--- config.mk ---
export PLATFORM = sky130hd
export DESIGN_NAME = store_size_rmw
export DESIGN_NICKNAME = d
export VERILOG_FILES = /design/src/rtl/store_size_rmw.sv
export SDC_FILE = /design/constraint.sdc
export NUM_CORES = 1
export LEC_CHECK = 0
export ABC_AREA = 1
export CAP_MARGIN = 20
export CORE_AREA = 2 2 141 143
export DETAILED_ROUTE_END_ITERATION = 8
export DIE_AREA = 0 0 143 145
export GPL_ROUTABILITY_DRIVEN = 0
export HOLD_SLACK_MARGIN = 0.08
export MAX_ROUTING_LAYER = met4
export REMOVE_ABC_BUFFERS = 1
export SYNTH_ARGS = -nofsm -noshare
export SYNTH_HDL_FRONTEND = slang
export SYNTH_SLANG_ARGS = --single-unit
--- constraint.sdc ---
create_clock -name clk -period 5.3 [get_ports clk]
set_input_delay 1.06 -clock clk [delete_from_list [all_inputs] [get_ports clk]]
set_output_delay 1.06 -clock clk [all_outputs]
set_load 0.005 [all_outputs]
--- src/rtl/store_size_rmw.sv ---
// store_size_rmw
//   Narrowing store unit. Takes a 32-bit register value and a store size and
//   writes only the selected bytes into word-addressed memory. Word stores go
//   straight to a single write; halfword/byte stores read the word, merge the
//   new lanes (little-endian, byte offset 0 = bits 7:0) and write it back.
//
//   Optional feature macro: ALIGN_CHECK_EN
//     defined   : misaligned requests (halfword with addr[0]=1, word with
//                 addr[1:0]!=0) skip the memory access and finish with err=1.
//     undefined : err is constant 0; misaligned addresses are silently aligned.
//
// Parameters
//   MEM_LAT   memory read latency in cycles (1..7)
//
// Ports
//   clk       system clock, rising edge
//   reset     asynchronous, active-high reset
//   start     one-cycle request, sampled only in IDLE
//   size      00 word, 01 halfword, 10 byte, 11 word
//   addr      byte address of the store
//   wdata     register data (low byte / low halfword for sub-word stores)
//   mem_dout  memory read data
//   mem_addr  word-aligned memory address
//   mem_din   memory write data
//   mem_wr    memory write strobe, one cycle per operation
//   busy      high in every state except IDLE
//   done      one-cycle completion pulse
//   err       misalignment flag, valid with done
module store_size_rmw #(
    parameter int MEM_LAT = 1
) (
    input  logic        clk,
    input  logic        reset,
    input  logic        start,
    input  logic [1:0]  size,
    input  logic [31:0] addr,
    input  logic [31:0] wdata,
    input  logic [31:0] mem_dout,
    output logic [31:0] mem_addr,
    output logic [31:0] mem_din,
    output logic        mem_wr,
    output logic        busy,
    output logic        done,
    output logic        err
);

    typedef enum logic [2:0] {IDLE, READ, MERGE, WRITE, DONE} state_t;

    localparam logic [2:0] LAT_LAST = 3'(MEM_LAT - 1);

    state_t      state_reg;
    state_t      state_next;
    logic [31:0] addr_q;
    logic [31:0] wdata_q;
    logic [31:0] rd_q;
    logic [31:0] merged_q;
    logic [31:0] merged_next;
    logic [1:0]  size_q;
    logic [2:0]  cnt_reg;
    logic        req_word;
    logic        q_word;

    // Size 11 is treated as a word store.
    assign req_word = (size == 2'b00) || (size == 2'b11);
    assign q_word   = (size_q == 2'b00) || (size_q == 2'b11);

`ifdef ALIGN_CHECK_EN
    logic req_misaligned;
    logic err_q;

    assign req_misaligned = req_word ? (addr[1:0] != 2'b00)
                                     : ((size == 2'b01) && addr[0]);

    // Set at acceptance of a misaligned request, so it is high exactly
    // during the DONE cycle that follows; cleared on the way back to IDLE.
    always_ff @(posedge clk or posedge reset) begin
        if (reset) begin
            err_q <= 1'b0;
        end else if (state_reg == IDLE && start) begin
            err_q <= req_misaligned;
        end else if (state_reg == DONE) begin
            err_q <= 1'b0;
        end
    end

    assign err = err_q;
`else
    assign err = 1'b0;
`endif

    // Per-lane merge. A lane is replaced when it is the addressed byte
    // (byte store) or part of the addressed halfword (halfword store);
    // halfword lanes take wdata_q[7:0] for even lanes and [15:8] for odd.
    genvar gi;
    generate
        for (gi = 0; gi < 4; gi = gi + 1) begin : g_lane
            localparam logic [1:0] LANE = 2'(gi);
            logic hit;

            assign hit = (size_q == 2'b10) ? (addr_q[1:0] == LANE) :
                         (size_q == 2'b01) ? (addr_q[1] == LANE[1]) : 1'b0;

            assign merged_next[8*gi +: 8] =
                !hit                ? rd_q[8*gi +: 8] :
                (size_q == 2'b10)   ? wdata_q[7:0]    :
                                      wdata_q[8*(gi % 2) +: 8];
        end
    endgenerate

    always_comb begin
        state_next = state_reg;
        case (state_reg)
            IDLE: begin
                if (start) begin
`ifdef ALIGN_CHECK_EN
                    if (req_misaligned) begin
                        state_next = DONE;
                    end else
`endif
                    if (req_word) begin
                        state_next = WRITE;
                    end else begin
                        state_next = READ;
                    end
                end
            end
            READ:    if (cnt_reg == LAT_LAST) state_next = MERGE;
            MERGE:   state_next = WRITE;
            WRITE:   state_next = DONE;
            DONE:    state_next = IDLE;
            default: state_next = IDLE;
        endcase
    end

    always_ff @(posedge clk or posedge reset) begin
        if (reset) begin
            state_reg <= IDLE;
            addr_q    <= '0;
            size_q    <= '0;
            wdata_q   <= '0;
            rd_q      <= '0;
            merged_q  <= '0;
            cnt_reg   <= '0;
        end else begin
            state_reg <= state_next;
            case (state_reg)
                IDLE: begin
                    if (start) begin
                        addr_q  <= addr;
                        size_q  <= size;
                        wdata_q <= wdata;
                        cnt_reg <= '0;
                    end
                end
                READ: begin
                    cnt_reg <= cnt_reg + 3'd1;
                    if (cnt_reg == LAT_LAST) begin
                        rd_q <= mem_dout;
                    end
                end
                MERGE:   merged_q <= merged_next;
                default: ;
            endcase
        end
    end

    // All outputs come from state or registered operands only.
    assign mem_addr = {addr_q[31:2], 2'b00};
    assign mem_din  = q_word ? wdata_q : merged_q;
    assign mem_wr   = (state_reg == WRITE);
    assign busy     = (state_reg != IDLE);
    assign done     = (state_reg == DONE);

endmodule

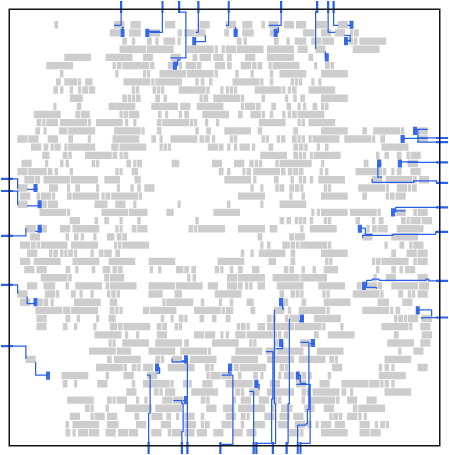
(I/O nets highlighted)
Scale: 3 px per um.
Key: `wdata` = blue [bits 32, direction input, end cells 32, wire 705 um]

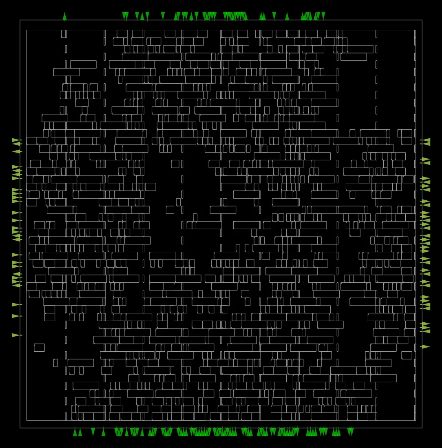
(placed standard cells)
proportion of cell area occupied by registers: 0.388
Final Util: 0.457

==> results.py <==
# Physical implementation metrics
metrics = {
    "global_routing": {
        "top_usage_layer": "met2",
        "gr-usage-all-layers": 0.186,
        "use_met1": 0.246,
        "grt_pass1_wl_mm": 28.9,
        "antenna_found_initial": 0,
        "overflow": 0,
        "grt_start_max_net_pins": 76,
    },
    "synth": {
        "top_cells_by_area": "dfrtp_1 51%, nand2_1 13%, nand3_1 6.8%",
        "post-synth-top-count-cell": "nand2_1",
        "adder_share": 0.00755,
        "ys_top_cells_by_count": "234 x nand2_1, 136 x dfrtp_1, 90 x nand3_1",
        "ys_sh_simple": 0.262,
        "synth.distinct_cells": 25,
        "ys_seq_frac": 0.513,
        "top_area_cell": "dfrtp_1",
        "synth_cells": 806,
        "synthMuxAreaShare": 0.0272,
        "avgSynthCellArea_sq_um": 8.22,
        "ff_type": "dfrtp_1",
        "yosysChipArea_sq_um": 6630,
        "ys_cells": 806,
        "topCombFamilyByArea": "simple AND/OR/NAND/NOR gates",
    },
    "timing": {
        "fin_skew_ns": 0.00974,
        "timing.final.crit_share": 0.714,
        "worst_pin_slew_ns": 1.01,
        "whs_ns": 0.461,
        "final_max_slew_viol_count": 0,
        "max-slew-margin-rel": 0.324,
        "setup_slack_ns": 1.51,
        "fmax_mhz": 264,
        "rsz0062_at_grt": "no",
        "setup_violations": 0,
        "tns_ns": 0,
    },
    "die": {
        "ios": 169,
        "dieArea_sq_um": 20700,
        "coreArea_sq_um": 19200,
        "chipWidth_um": 143,
        "fp-utilization": 0.345,
        "fp.dieH_um": 145,
    },
    "setup_path": {
        "reg2reg_from": "state_reg[1]",
        "path_cells": "inv_1 -> ha_2 -> mux2_2 -> clkdlybuf4s50_1",
        "endpoint": "mem_din[16]",
        "path_depth": 4,
        "cp_slowest_cell": "ha_2",
        "reg2regPathDepth": 6,
        "crit_required_ns": 4.24,
        "r2r_slack_ns": 3.03,
        "critical-path-top-delay-family": "adder cells",
        "rr_endpoint": "rd_q[11]",
    },
    "cts": {
        "cts_hold_buffers": 0,
        "clock-sinks": 136,
        "cts_tree": "done",
        "htree_levels": 4,
        "clk_pin_slew_ns": 0.06,
        "clock-root-buffer": "clkbuf_16",
        "cts_buffer_depth": 2,
        "cts-buffers-inserted": 17,
    },
    "run": {
        "openroad.warnings": 27,
        "drv_cap": 0,
    },
    "cells_and_area": {
        "antennaDiodeCount": 0,
        "comb_share": 0.278,
        "clockBufferCount": 23,
        "design_area_sq_um": 8770,
        "logic_gate_count": 508,
        "final_cells": 1202,
        "dominant_cells": "flip-flops and latches",
        "nNonClkBuffers": 169,
        "bufAreaShareNonClock": 0.192,
        "fill_cells": 1905,
        "regArea_sq_um": 3400,
        "area_growth_pct": 32.3,
        "drive_above_1_share": 0.0747,
        "clk_share": 0.0639,
    },
    "routing": {
        "wl_met3_um": 586,
        "wl_met2_mm": 8.48,
        "wl_mm": 17.6,
        "wl_met1_mm": 8.33,
        "vias_per_cell": 4.51,
        "drt-pass1-iter-count": 5,
    },
    "power_and_ir_drop": {
        "finalPower_uw": 5630,
        "clkPwrFrac": 0.200,
        "p_per_area_nw_per_um2": 642,
        "p_comb_uw": 2700,
        "p_seq_uw": 1800,
        "p_seq_frac": 0.321,
        "ir_drop_v": 0.000339,
        "p_clk_uw": 1130,
        "swShare": 0.378,
        "p_sw_uw": 2130,
    },
    "placement": {
        "dpl_worst_slack_ns": 1.94,
        "dp_hpwl_mm": 11.8,
        "dpl_cell_area_sq_um": 8210,
    },
    "outcome": {
        "status": "finished, final reports clean",
    },
    "min_path": {
        "hold_start": "rd_q[16]",
        "worstHoldPathType": "flop to flop",
        "holdPathStages": 2,
        "min_to": "rd_q[16]",
    },
}
